### Track usage over the die

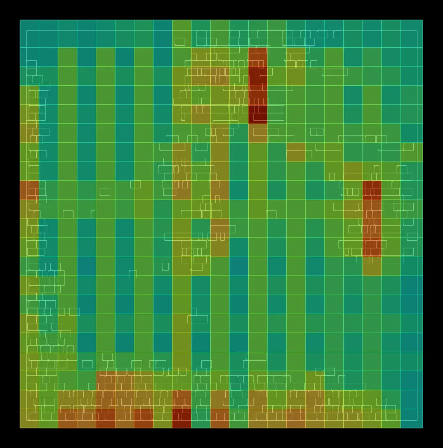
### Register map, names as in the netlist

Scale bar: 50 µm. Other sequential cells in the stronger gray, the rest of the logic in the fainter gray.
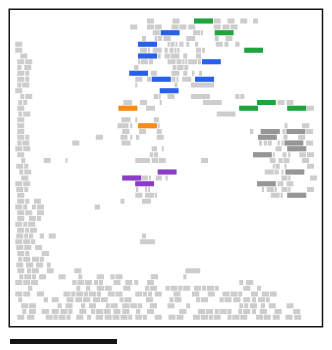
==> src/rtl/rollo_support_sampler_if.sv <==
// ---------------------------------------------------------------------------
// rollo_support_sampler_if
//   Bundles the streams and register-file bus around the support sampler.
//
//   Handshake rule for every stream here (basis, rand): a beat transfers on a
//   rising clk edge where valid and ready are both high. A source holds valid
//   and its payload until the transfer happens; valid never waits on ready.
//   The out stream has no ready: the consumer takes every out_valid beat.
//
//   Signals
//     basis_valid/basis_data/basis_ready : basis words, one per beat
//     rand_valid/rand_in/rand_ready      : R-bit random masks
//     out_valid/out_data                 : emitted combination words
//     rf_rw/rf_addr/rf_data_in           : register file write port
//     rf_ctrl_w                          : {accumulate, mask} to the file
//     rf_data_out                        : registered file output
//
//   Modports
//     master : the sampler side
//     slave  : the environment (upstream sources, register file, consumer)
// ---------------------------------------------------------------------------
interface rollo_support_sampler_if #(
    parameter int M = 83,
    parameter int R = 5
);
    localparam int AW = $clog2(R);

    logic          basis_valid;
    logic [M-1:0]  basis_data;
    logic          basis_ready;

    logic          rand_valid;
    logic [R-1:0]  rand_in;
    logic          rand_ready;

    logic          out_valid;
    logic [M-1:0]  out_data;

    logic          rf_rw;
    logic [R:0]    rf_ctrl_w;
    logic [AW-1:0] rf_addr;
    logic [M-1:0]  rf_data_in;
    logic [M-1:0]  rf_data_out;

    modport master (
        input  basis_valid, basis_data, rand_valid, rand_in, rf_data_out,
        output basis_ready, rand_ready, out_valid, out_data,
               rf_rw, rf_ctrl_w, rf_addr, rf_data_in
    );

    modport slave (
        output basis_valid, basis_data, rand_valid, rand_in, rf_data_out,
        input  basis_ready, rand_ready, out_valid, out_data,
               rf_rw, rf_ctrl_w, rf_addr, rf_data_in
    );
endinterface

==> src/rtl/rollo_support_sampler.sv <==
// ---------------------------------------------------------------------------
// rollo_support_sampler
//   Sequencer for the 5-word support register file of the ROLLO encrypt
//   datapath. LOAD writes an R-word basis into the file; GEN then feeds N
//   random R-bit masks to the file's accumulate mode so that every emitted
//   word is a GF(2) combination of the basis. Mask bit R-1-i selects the
//   basis word written i-th during LOAD.
//
//   Ports
//     clk, rst_b  : clock, asynchronous active-low reset
//     start       : run request, only honoured in IDLE
//     reuse       : with start, skip LOAD and keep the current basis
//     busy        : any state other than IDLE
//     done        : pulse with the N-th out_valid
//     dbg_state   : FSM state (0 IDLE, 1 LOAD, 2 GEN, 3 DRAIN)
//     dbg_iss_cnt : masks issued to the file this run
//     dbg_out_cnt : combinations emitted this run
//     bus         : streams and register-file bus (master side)
//
//   R must be 5: the register file accumulate chain is fixed at 5 words.
// ---------------------------------------------------------------------------
module rollo_support_sampler #(
    parameter int N           = 189,
    parameter int M           = 83,
    parameter int R           = 5,
    parameter bit REJECT_ZERO = 1'b1,
    localparam int CW         = $clog2(N + 1),
    localparam int AW         = $clog2(R)
) (
    input  logic                         clk,
    input  logic                         rst_b,
    input  logic                         start,
    input  logic                         reuse,
    output logic                         busy,
    output logic                         done,
    output logic [1:0]                   dbg_state,
    output logic [CW-1:0]                dbg_iss_cnt,
    output logic [CW-1:0]                dbg_out_cnt,
    rollo_support_sampler_if.master      bus
);

    typedef enum logic [1:0] {
        IDLE  = 2'd0,
        LOAD  = 2'd1,
        GEN   = 2'd2,
        DRAIN = 2'd3
    } state_t;

    localparam logic [CW-1:0] N_C    = CW'(N);
    localparam logic [CW-1:0] N_LAST = CW'(N - 1);
    localparam logic [AW-1:0] R_LAST = AW'(R - 1);

    state_t        state;
    state_t        state_nx;
    logic [AW-1:0] load_cnt;
    logic [CW-1:0] iss_cnt;
    logic [CW-1:0] out_cnt;
    logic [R:0]    ctrl_q;
    logic          out_valid_q;

    logic          basis_fire;
    logic          rand_ok;
    logic          issue;
    logic          clear_cnt;
    logic          out_last;

    // The N-th output: out_cnt still holds N-1 while that beat is on the bus.
    assign out_last = out_valid_q && (out_cnt == N_LAST);

    always_ff @(posedge clk or negedge rst_b) begin
        if (!rst_b) begin
            state <= IDLE;
        end else begin
            state <= state_nx;
        end
    end

    always_comb begin
        state_nx        = state;
        clear_cnt       = 1'b0;
        basis_fire      = 1'b0;
        rand_ok         = 1'b0;
        issue           = 1'b0;
        bus.basis_ready = 1'b0;
        bus.rand_ready  = 1'b0;
        bus.rf_rw       = 1'b0;
        bus.rf_addr     = '0;
        bus.rf_data_in  = '0;
        case (state)
            IDLE: begin
                if (start) begin
                    clear_cnt = 1'b1;
                    state_nx  = reuse ? GEN : LOAD;
                end
            end
            LOAD: begin
                bus.basis_ready = 1'b1;
                if (bus.basis_valid) begin
                    // Write lands at this edge, so drive the port straight
                    // from the incoming beat.
                    basis_fire     = 1'b1;
                    bus.rf_rw      = 1'b1;
                    bus.rf_addr    = load_cnt;
                    bus.rf_data_in = bus.basis_data;
                    if (load_cnt == R_LAST) begin
                        clear_cnt = 1'b1;
                        state_nx  = GEN;
                    end
                end
            end
            GEN: begin
                rand_ok        = (iss_cnt < N_C);
                bus.rand_ready = rand_ok;
                // A zero mask is still consumed; it just never reaches the file.
                if (rand_ok && bus.rand_valid) begin
                    issue = (|bus.rand_in) || !REJECT_ZERO;
                    if (issue && (iss_cnt == N_LAST)) begin
                        state_nx = DRAIN;
                    end
                end
            end
            DRAIN: begin
                if (out_last) begin
                    state_nx = IDLE;
                end
            end
            default: state_nx = IDLE;
        endcase
    end

    always_ff @(posedge clk or negedge rst_b) begin
        if (!rst_b) begin
            load_cnt    <= '0;
            iss_cnt     <= '0;
            out_cnt     <= '0;
            ctrl_q      <= '0;
            out_valid_q <= 1'b0;
        end else begin
            if (clear_cnt) begin
                load_cnt <= '0;
                iss_cnt  <= '0;
                out_cnt  <= '0;
            end else begin
                if (basis_fire) begin
                    load_cnt <= load_cnt + 1'b1;
                end
                if (issue) begin
                    iss_cnt <= iss_cnt + 1'b1;
                end
                if (out_valid_q) begin
                    out_cnt <= out_cnt + 1'b1;
                end
            end
            ctrl_q      <= issue ? {1'b1, bus.rand_in} : '0;
            // The file captures during the ctrl cycle; its result shows one
            // cycle later, so out_valid trails the accumulate flag by one.
            out_valid_q <= ctrl_q[R];
        end
    end

    assign bus.rf_ctrl_w = ctrl_q;
    assign bus.out_valid = out_valid_q;
    assign bus.out_data  = bus.rf_data_out;

    assign busy        = (state != IDLE);
    assign done        = out_last;
    assign dbg_state   = state;
    assign dbg_iss_cnt = iss_cnt;
    assign dbg_out_cnt = out_cnt;

endmodule

==> src/flat_wrapper.sv <==
// flat-port wrapper written by rule: the top's interface ports become plain ports
module rollo_support_sampler_flat 
#(
    parameter int N           = 189,
    parameter int M           = 83,
    parameter int R           = 5,
    parameter bit REJECT_ZERO = 1'b1,
    localparam int CW         = $clog2(N + 1),
    localparam int AW         = $clog2(R)
)
  (clk, rst_b, start, reuse, busy, done, dbg_state, dbg_iss_cnt, dbg_out_cnt, bus_basis_valid, bus_basis_data, bus_rand_valid, bus_rand_in, bus_rf_data_out, bus_basis_ready, bus_rand_ready, bus_out_valid, bus_out_data, bus_rf_rw, bus_rf_ctrl_w, bus_rf_addr, bus_rf_data_in);
  rollo_support_sampler_if #(.M(M), .R(R)) bus_i ();
  input  logic clk;
  input  logic rst_b;
  input  logic start;
  input  logic reuse;
  output logic busy;
  output logic done;
  output logic [1:0] dbg_state;
  output logic [CW-1:0] dbg_iss_cnt;
  output logic [CW-1:0] dbg_out_cnt;
  input wire logic [$bits(bus_i.basis_valid)-1:0] bus_basis_valid;
  input wire logic [$bits(bus_i.basis_data)-1:0] bus_basis_data;
  input wire logic [$bits(bus_i.rand_valid)-1:0] bus_rand_valid;
  input wire logic [$bits(bus_i.rand_in)-1:0] bus_rand_in;
  input wire logic [$bits(bus_i.rf_data_out)-1:0] bus_rf_data_out;
  output wire logic [$bits(bus_i.basis_ready)-1:0] bus_basis_ready;
  output wire logic [$bits(bus_i.rand_ready)-1:0] bus_rand_ready;
  output wire logic [$bits(bus_i.out_valid)-1:0] bus_out_valid;
  output wire logic [$bits(bus_i.out_data)-1:0] bus_out_data;
  output wire logic [$bits(bus_i.rf_rw)-1:0] bus_rf_rw;
  output wire logic [$bits(bus_i.rf_ctrl_w)-1:0] bus_rf_ctrl_w;
  output wire logic [$bits(bus_i.rf_addr)-1:0] bus_rf_addr;
  output wire logic [$bits(bus_i.rf_data_in)-1:0] bus_rf_data_in;
  assign bus_i.basis_valid = bus_basis_valid;
  assign bus_i.basis_data = bus_basis_data;
  assign bus_i.rand_valid = bus_rand_valid;
  assign bus_i.rand_in = bus_rand_in;
  assign bus_i.rf_data_out = bus_rf_data_out;
  assign bus_basis_ready = bus_i.basis_ready;
  assign bus_rand_ready = bus_i.rand_ready;
  assign bus_out_valid = bus_i.out_valid;
  assign bus_out_data = bus_i.out_data;
  assign bus_rf_rw = bus_i.rf_rw;
  assign bus_rf_ctrl_w = bus_i.rf_ctrl_w;
  assign bus_rf_addr = bus_i.rf_addr;
  assign bus_rf_data_in = bus_i.rf_data_in;
  rollo_support_sampler #(.N(N), .M(M), .R(R), .REJECT_ZERO(REJECT_ZERO)) u_core (.clk(clk), .rst_b(rst_b), .start(start), .reuse(reuse), .busy(busy), .done(done), .dbg_state(dbg_state), .dbg_iss_cnt(dbg_iss_cnt), .dbg_out_cnt(dbg_out_cnt), .bus(bus_i));
endmodule
==> config.mk <==
export PLATFORM = sky130hd
export DESIGN_NAME = rollo_support_sampler_flat
export DESIGN_NICKNAME = d
export VERILOG_FILES = /design/src/rtl/rollo_support_sampler_if.sv /design/src/rtl/rollo_support_sampler.sv /design/src/flat_wrapper.sv
export SDC_FILE = /design/constraint.sdc
export NUM_CORES = 1
export LEC_CHECK = 0
export CORE_AREA = 2 2 144 146
export DETAILED_ROUTE_END_ITERATION = 16
export DIE_AREA = 0 0 146 148
export SETUP_SLACK_MARGIN = 0.05
export SKIP_CTS_REPAIR_TIMING = 1
export SYNTH_ARGS = -nofsm -noshare
export SYNTH_HDL_FRONTEND = slang
export SYNTH_SLANG_ARGS = --single-unit
==> constraint.sdc <==
create_clock -name clk -period 3.24 [get_ports clk]
set_input_delay 0.648 -clock clk [delete_from_list [all_inputs] [get_ports clk]]
set_output_delay 0.648 -clock clk [all_outputs]
set_load 0.03 [all_outputs]
==> out/qor.csv <==
metric;value;unit
and+or+nand+nor area frac;32.0;%
first-pass GRT wire length;16.0;mm
Root Buffer;clkbuf_16;
Starting Density;13.9;%
area fraction in mux cells;3.60;%
GR Overflow Total;0;
Die W;146;µm
RSZ-0062 raised after global routing;no;
# IOs;376;
Min-Delay Path Depth;0;
setup violators final;0;
Synth Area per Inst;8.11;µm²
yosys warns;0;
Finished Cell Area;4670;µm²
met1 GRT Util;11.3;%
Sequential Power Share;40.5;%
Synth top cell by count;and3_1;
Yosys Instances;343;
TritonCTS Buffers;3;
top cells by count, synth;and3_1, buf_4, dfrtp_1, clkbuf_1, inv_1;
status;complete, no violations;
share of layout cells above drive strength 1;3.52;%
R2R Path End;u_core.load_cnt[2];
final hold slack;410;ps
-- 'Track usage over the die' (at the start) --
final core occ: 23.3%
GR met3 Demand/Resource: 4.10%
drt wl/cell: 14.4 µm
routing usage on met2: 14.9%
global-route usage over all layers: 9.20%

-- 'Register map, names as in the netlist' (at the start) --
legend:
  `u_core.load_cnt`:
    color: purple
    flops: 3
  `u_core.dbg_iss_cnt`:
    color: blue
    flops: 8
    where: top middle
  `u_core.bus.rf_ctrl_w`:
    color: green
    flops: 6
    where: top right
  `u_core.dbg_state`:
    color: orange
    flops: 2
not colored: 9

layout make-up:
class | instances | area, µm² | share of cell area (%)
clock buffer | 3 | 75.1 | 1.61
timing repair buffer | 213 | 2150 | 46.1
clock inverter | 1 | 30.0 | 0.643
inverter | 14 | 52.6 | 1.13
sequential | 28 | 701 | 15.0
multi-input combinational | 196 | 1320 | 28.3
tap | 270 | 338 | 7.24
metal layers:
| layer | wire length, µm | part of all wire [%] |
|---|---|---|
| met5 | 0 | 0 |
| met4 | 125 | 1.2 |
| met3 | 1180 | 11 |
| met2 | 4780 | 46 |
| met1 | 4390 | 42 |
cell families after synthesis:
logic type,after synthesis
AOI/OAI and AO/OA,18
xor gates and xnor gates,7
adders and majority gates,12
buffers and inverters,119
DFF,28
muxes,10
and+or+nand+nor,149
Power figures rest on the tool's default switching activity, not on a simulated workload.
